==> config.mk <==
export PLATFORM = sky130hd
export DESIGN_NAME = ex3_a
export DESIGN_NICKNAME = d
export VERILOG_FILES = /design/src/rtl/ex3_a.sv
export SDC_FILE = /design/constraint.sdc
export NUM_CORES = 1
export LEC_CHECK = 0
export CAP_MARGIN = 20
export CORE_ASPECT_RATIO = 1.4
export CORE_MARGIN = 4
export CORE_UTILIZATION = 52
export CTS_BUF_LIST = sky130_fd_sc_hd__clkbuf_8
export CTS_CLUSTER_SIZE = 12
export DETAILED_ROUTE_END_ITERATION = 8
export GPL_TIMING_DRIVEN = 0
export PLACE_DENSITY = 0.77
export SYNTH_ARGS = -nofsm -noshare
export SYNTH_HDL_FRONTEND = slang
export SYNTH_SLANG_ARGS = --single-unit
==> constraint.sdc <==
create_clock -name clk -period 2.2 [get_ports clk]
set_input_delay 0.22 -clock clk [delete_from_list [all_inputs] [get_ports clk]]
set_output_delay 0.22 -clock clk [all_outputs]
set_load 0.005 [all_outputs]
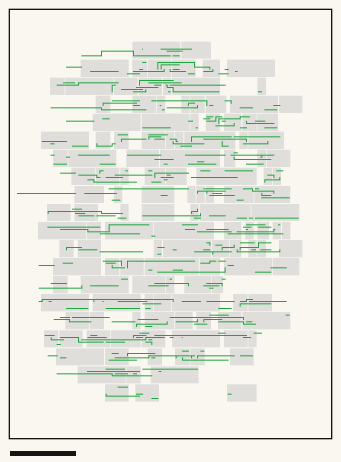
Run 1: metal 1
The bar under the picture is 10 um long.
nets with wire on the layer	142
longest straight run	19.8 um
via count: 832
total wire length: 2.12 mm

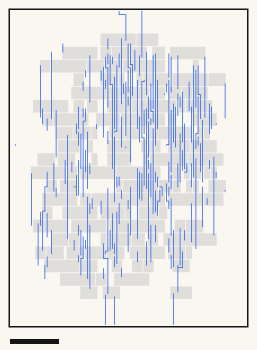
Run 1: met2 routing
The bar under the picture is 10 um long.
longest straight run	22.8 um
nets with wire on the layer	132
main direction	vertical
wire length on this layer	1130 um
met2 Usage GRT: 25.0%

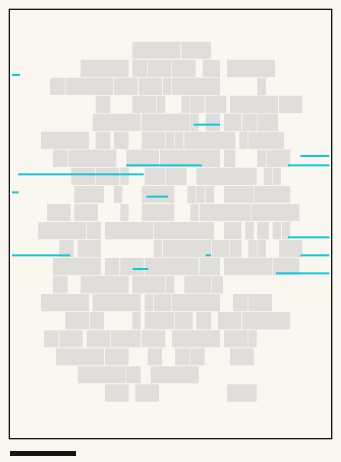
Run 1: the metal 3 layer
The bar under the picture is 10 um long.
longest straight run	18.6 um
main direction	horizontal
wire length on this layer	76.4 um
nets with wire on the layer	11
share of all routed wire	3.6%
met3 Usage GRT: 2.53%

==> flow_summary.json, run 1 <==
{
  "antenna_found_initial": 0,
  "ir_worst_vdd_v": 0.000526,
  "syn_avg_cell_area_sq_um": 9.98,
  "cts_buffers": 3,
  "aoi_share_pct": 5.80,
  "layout_top_cells": "21 x dfxtp_1, 18 x mux2i_1, 18 x nor2b_1",
  "coreArea_sq_mm": 0.00218,
  "clock_path_buffers": 2,
  "cts_root_buffer": "clkbuf_8",
  "worstPathArrival_ns": 2.27,
  "area_growth_syn_to_layout_pct": 22.7,
  "cts.sinks": 22,
  "crit_type": "reg2reg",
  "drc": 0,
  "finalSetupViolCount": 0,
  "status": "finished clean",
  "fin_skew_ns": 0.00241,
  "ys_seq_share_pct": 37.1,
  "adder_share_pct": 13.1,
  "max_freq_mhz": 470,
  "io_buffers": 10,
  "slowest_stage": "fa_1",
  "die_height_um": 64.5
}
[run 1: stage by stage]
step / hold slack [ns] / cells
3_3_place_gp: 0.490 / 151
6_report: 0.272 / 157
5_1_grt: 0.309 / 157
2_1_floorplan: 0.389 / 119
4_1_cts: 0.289 / 155
3_5_place_dp: 0.499 / 151
[run 1: synth_stat cells]
library cell	instances
dfxtp_1	22
mux2i_1	18
nor2b_1	18
inv_1	17
ha_1	6
nand2_1	5
fa_1	4
nor2_1	4
clkbuf_1	3
nand3_1	3
a21oi_1	2
buf_6	2
nand4_1	2
nor4b_2	2
o211ai_1	2
a211oi_2	1
a21o_2	1
buf_4	1
nand3b_1	1
nand4b_1	1
o211a_1	1
o31ai_2	1
xnor2_1	1
xor2_1	1
[run 1: area by class of cell]
| cell class | count | area (sq um) |
|---|---|---|
| Multi-Input combinational cell | 74 | 704 |
| Sequential cell | 22 | 442 |
| Inverter | 17 | 63.8 |
| Timing Repair Buffer | 12 | 123 |
| Fill cell | 168 | 721 |
| Tap cell | 22 | 27.5 |
| Buffer | 6 | 41.3 |
| Clock buffer | 4 | 55.1 |
[run 1: routing by layer]
layer  wire (um)  vias up
li1            -      416
met1         866      395
met2        1130       15
met3          76        6
met4          45        0
met5           0        -
[run 1: power by group through the flow]
stage | sequential (W) | clock [W] | combinational, W
3_5_place_dp | 0.000466 | 0 | 0.000334
6_report | 0.000457 | 0.000283 | 0.000413
5_1_grt | 0.000461 | 0.000312 | 0.000452
3_3_place_gp | 0.000464 | 0 | 0.000318
2_1_floorplan | 0.000464 | 0 | 0.000231
4_1_cts | 0.000456 | 0.000292 | 0.000342
Run 1, I/O pins on the die edge:
The bar under the picture is 10 um long. Pins as bars across the die edge, other pins in grey.
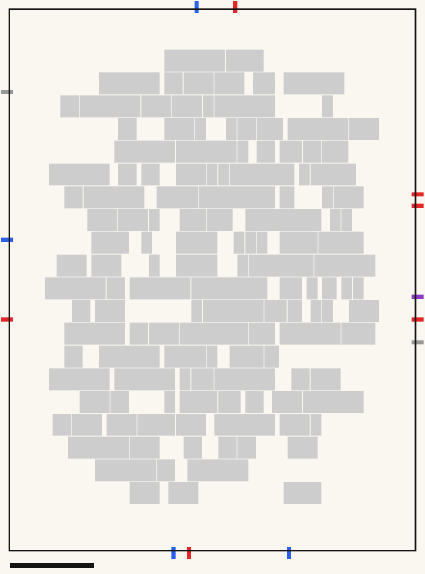

==> run 2: changes to the inputs <==
Settings changed: CORE_ASPECT_RATIO 1.4 to unset, CORE_MARGIN 4 to unset.
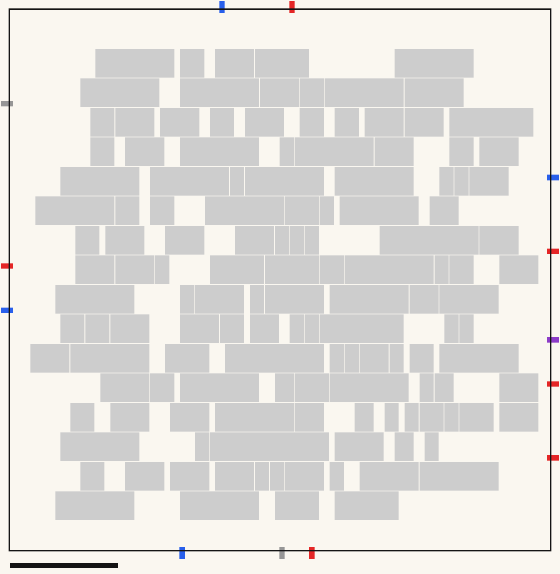
Run 2: I/O pins on the die edge
The bar under the picture is 10 um long. Pins as bars across the die edge, other pins in grey.
port	colour	pins	direction	edge
x	blue	4	input	1 west, 1 east, 1 north, 1 south
y	red	6	output	3 east, 1 west, 1 north, 1 south
rst	purple	1	input	east
all pins by edge	5 east, 3 west, 3 south, 2 north
chip width: 49.8 um
Port Buf Inserts: 10

==> flow_summary.json, run 2 <==
{
  "status": "finished clean",
  "stdcell_count": 161,
  "slowest_stage": "fa_1",
  "layout_top_cells": "21 x dfxtp_1, 18 x mux2i_1, 18 x nor2b_1",
  "crit_type": "in2reg",
  "common_cells": "22 x dfxtp_1, 18 x mux2i_1, 18 x nor2b_1, 17 x inv_1, 6 x ha_1",
  "rsz0062_at_grt": "yes",
  "power.density_mw_per_mm2": 855,
  "antenna_found_initial": 0,
  "ir_worst_vdd_v": 0.000507,
  "max_freq_mhz": 462,
  "synthFlopType": "dfxtp_1",
  "synthMostInstantiatedCell": "dfxtp_1",
  "hold_viol_final": 0,
  "dp_cells": 156,
  "drt-total-wl_mm": 2.20,
  "worstPathArrival_ns": 2.31,
  "clock_path_buffers": 2,
  "cts_buffers": 3,
  "cts.sinks": 22,
  "async_flop_share_pct": 0,
  "finalSetupViolCount": 0,
  "drc": 0,
  "drv_cap": 0,
  "synth-edff-count": 0,
  "hold_slack_ns": 0.286,
  "holdBufCountCts": 0,
  "coreArea_sq_mm": 0.00206,
  "fin_skew_ns": 0.00485,
  "finalClockPeriodUsage_pct": 98.3,
  "clkTransAtPathRegs_ns": 0.08,
  "area_growth_syn_to_layout_pct": 23.6
}
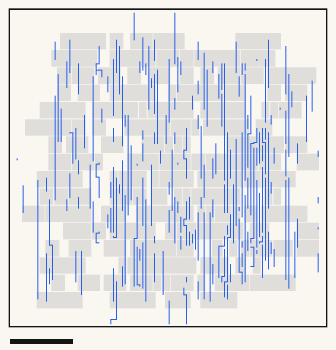
Run 2: met2 routing
The bar under the picture is 10 um long.
share of all routed wire	48%
main direction	vertical
via count: 840
met2 Usage GRT: 31.3%

-- run 2: cell counts after synthesis --
Identical to the previous run, type by type.
-- run 2: where the power goes --
part	total [W]	switching [W]	internal, W
registers	0.000457	0.0000265	0.000430
logic	0.000423	0.000202	0.000221
clock network	0.000375	0.000132	0.000243
-- run 2: layout make-up --
type | instances | area [sq um]
Sequential cell | 22 | 442
Fill cell | 158 | 594
Multi-Input combinational cell | 74 | 708
Clock buffer | 3 | 41.3
Inverter | 17 | 63.8
Clock inverter | 1 | 30.0
Tap cell | 27 | 33.8
Timing Repair Buffer | 11 | 108
Buffer | 6 | 41.3
-- run 2: worst register-to-register path, stage by stage, from the launching register on --
cell and delay (ns):
dfxtp_2 0.34, inv_1 0.06, fa_1 0.55, inv_2 0.06, ha_4 0.24, a211oi_4 0.29
o31ai_4 0.09, nor4b_2 0.30, nor4b_2 0.09
-- run 2: per-layer routing --
layer	share of wire [%]	vias to the layer above	global-route usage [%]
met4	3.0	0	11.9
li1	-	415	-
met5	0	-	0
met2	48	19	31.3
met1	46	398	21.3
met3	2.7	8	4.32
-- run 2: cells by family after synthesis --
group                      after synthesis  share of synthesized area [%]
DFF                                     22                           37.1
xor gates and xnor gates                 2                           1.48
adders and majority gates               10                           13.1
and+or+nand+nor                         36                           18.5
AOI/OAI and AO/OA                        8                           5.80
buffers and inverters                   23                           8.85
muxes                                   18                           15.2
-- run 2: what timing repair did --
item,in CTS,in global routing
buffers inserted,1,0
resized,4,8
setup endpoints to repair,2,2
pin swaps,4,4
gates cloned,0,0
-- run 2: through the flow --
step	total power, W	utilization [%]
floorplan	0.000695	-
global route	0.00132	71.2
finish	0.00125	71.2
CTS	0.00119	68.3
detailed placement	0.000795	64.1
global placement	0.000778	64.1
Power is estimated from default activity; no workload was simulated.
